==> config.mk <==
export PLATFORM = sky130hd
export DESIGN_NAME = serial_add_unit
export DESIGN_NICKNAME = d
export VERILOG_FILES = /design/src/rtl/serial_add_unit_pkg.sv /design/src/rtl/full_adder_cell.sv /design/src/rtl/serial_add_unit.sv
export SDC_FILE = /design/constraint.sdc
export NUM_CORES = 1
export LEC_CHECK = 0
export ABC_AREA = 1
export CORE_AREA = 2 2 66 68
export DETAILED_ROUTE_END_ITERATION = 16
export DIE_AREA = 0 0 68 70
export HOLD_SLACK_MARGIN = 0.15
export MAX_ROUTING_LAYER = met4
export SYNTH_ARGS = -nofsm -noshare
export SYNTH_HDL_FRONTEND = slang
export SYNTH_HIERARCHICAL = 1
export SYNTH_SLANG_ARGS = --single-unit
==> constraint.sdc <==
create_clock -name clk -period 1.8 [get_ports clk]
set_input_delay 0.36 -clock clk [delete_from_list [all_inputs] [get_ports clk]]
set_output_delay 0.36 -clock clk [all_outputs]
set_load 0.02 [all_outputs]
A small window of the routed layout:
Region (19, 20) to (49, 50) um. Cells in gray, sequential cells in the stronger gray; small squares are vias.
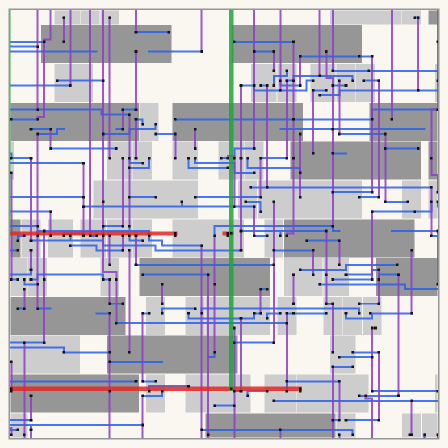
- red: met3
- blue: met1
- purple: met2
- green: met4
- most frequent: nand2_1 (18), dfrtp_1 (12), nand3_1 (7)
- cells with their middle in the window: 57
- sequential cells in the window: 12

Logic cells by family:
Scale: 6 px per um.
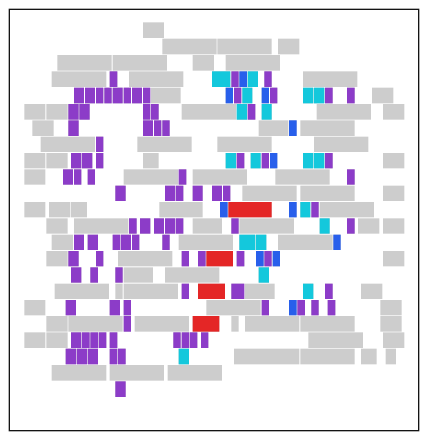
- cyan: inverting AOI/OAI gates (cells 18; most used o21ai_0)
- red: adder and majority cells (cells 4; most used ha_1)
- purple: NAND gates (cells 91; most used nand2_1)
- blue: inverters (cells 11; most used inv_1)
combinational share of cell area: 27.12%
fin cells: 257
Top cell excl fill/tap: nand2_1

Placement view:
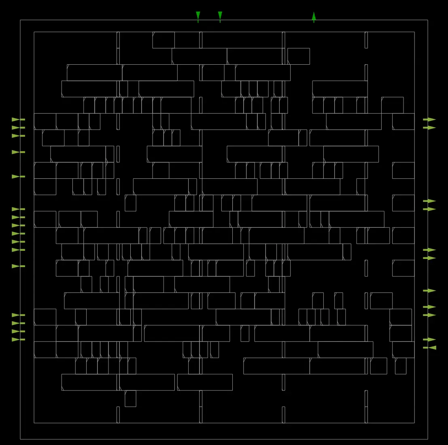
Layout Utilization: 49.76%
core area: 4144 um^2

Routed metal, one color a layer:
Scale: 6 px per um. Only two layers are drawn.
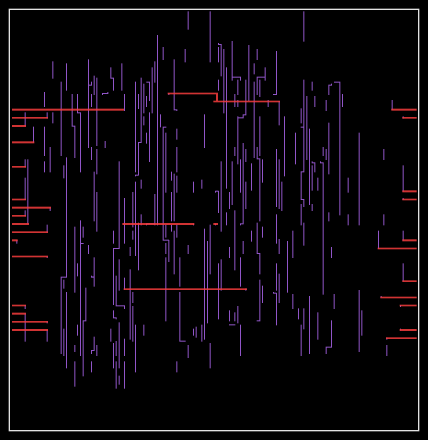
- red: met3 (wire length 161 um)
- purple: met2 (wire length 1280 um)
Total GRT Usage: 14.86%
Routed Wire Length: 2.861 mm
drt wl/cell: 11.13 um

==> results.sh <==
# yosys + openroad results
export IMPL_relSlewSlack_pct=67.85
export IMPL_place_worst_setup_slack_ns=0.1719
export IMPL_pwr_share_comb_pct=33.6
export IMPL_cts_tree="done"
export IMPL_worst_r2r_path_depth=6
export IMPL_clkPwrFrac_pct=21.4
export IMPL_finClkSkew_ns=0.005647
export IMPL_rsz0062_at_grt="false"
export IMPL_grt_overflow=0
export IMPL_ys_sh_simple_pct=24.49
export IMPL_wl_met1_mm=1.374
export IMPL_clock_latency_late_pin_ns=0.29
export IMPL_top_cell_area_share_pct=58.96
export IMPL_final_setup_tns_ns=0
export IMPL_die_area_um2=4760
export IMPL_port_buffers=29
export IMPL_leakagePower_nw=0.9853
export IMPL_dpl_hpwl_mm=2.037
export IMPL_clock_buffer_count=6
export IMPL_nFillCells=379
export IMPL_hold_viol=0
export IMPL_status="completed"
export IMPL_io_pins=30
export IMPL_viasPerCell=4.700
export IMPL_drt_iter0_drc=49
export IMPL_drive_gt1_share_pct=6.829
export IMPL_gp_congestion=0.7116
export IMPL_area_leaders="dfrtp_1, nand2_1, nand3_1"
export IMPL_place_area_um2=1949
export IMPL_grt_antenna_before_repair=0
export IMPL_synthAoiAreaFrac_pct=5.820
export IMPL_antenna_left=0
export IMPL_flop_count=39
export IMPL_busiest_layer="met2"
export IMPL_p_seq_w=0.00144
export IMPL_area_growth_pct=24.57
export IMPL_power_frac_seq_pct=45.0
export IMPL_top_power_group="registers"
export IMPL_yosys_area_top_type="dfrtp_1"
export IMPL_dr_max_layer_used="met4"
export IMPL_cp_data_required_time_ns=1.44
export IMPL_final_nonclk_buf_share_pct=15.41
export IMPL_grt_max_degree=40
export IMPL_crit_arrival_ns=1.25
export IMPL_tightest_slew_ns=0.4822
export IMPL_post_cts_buffers=0
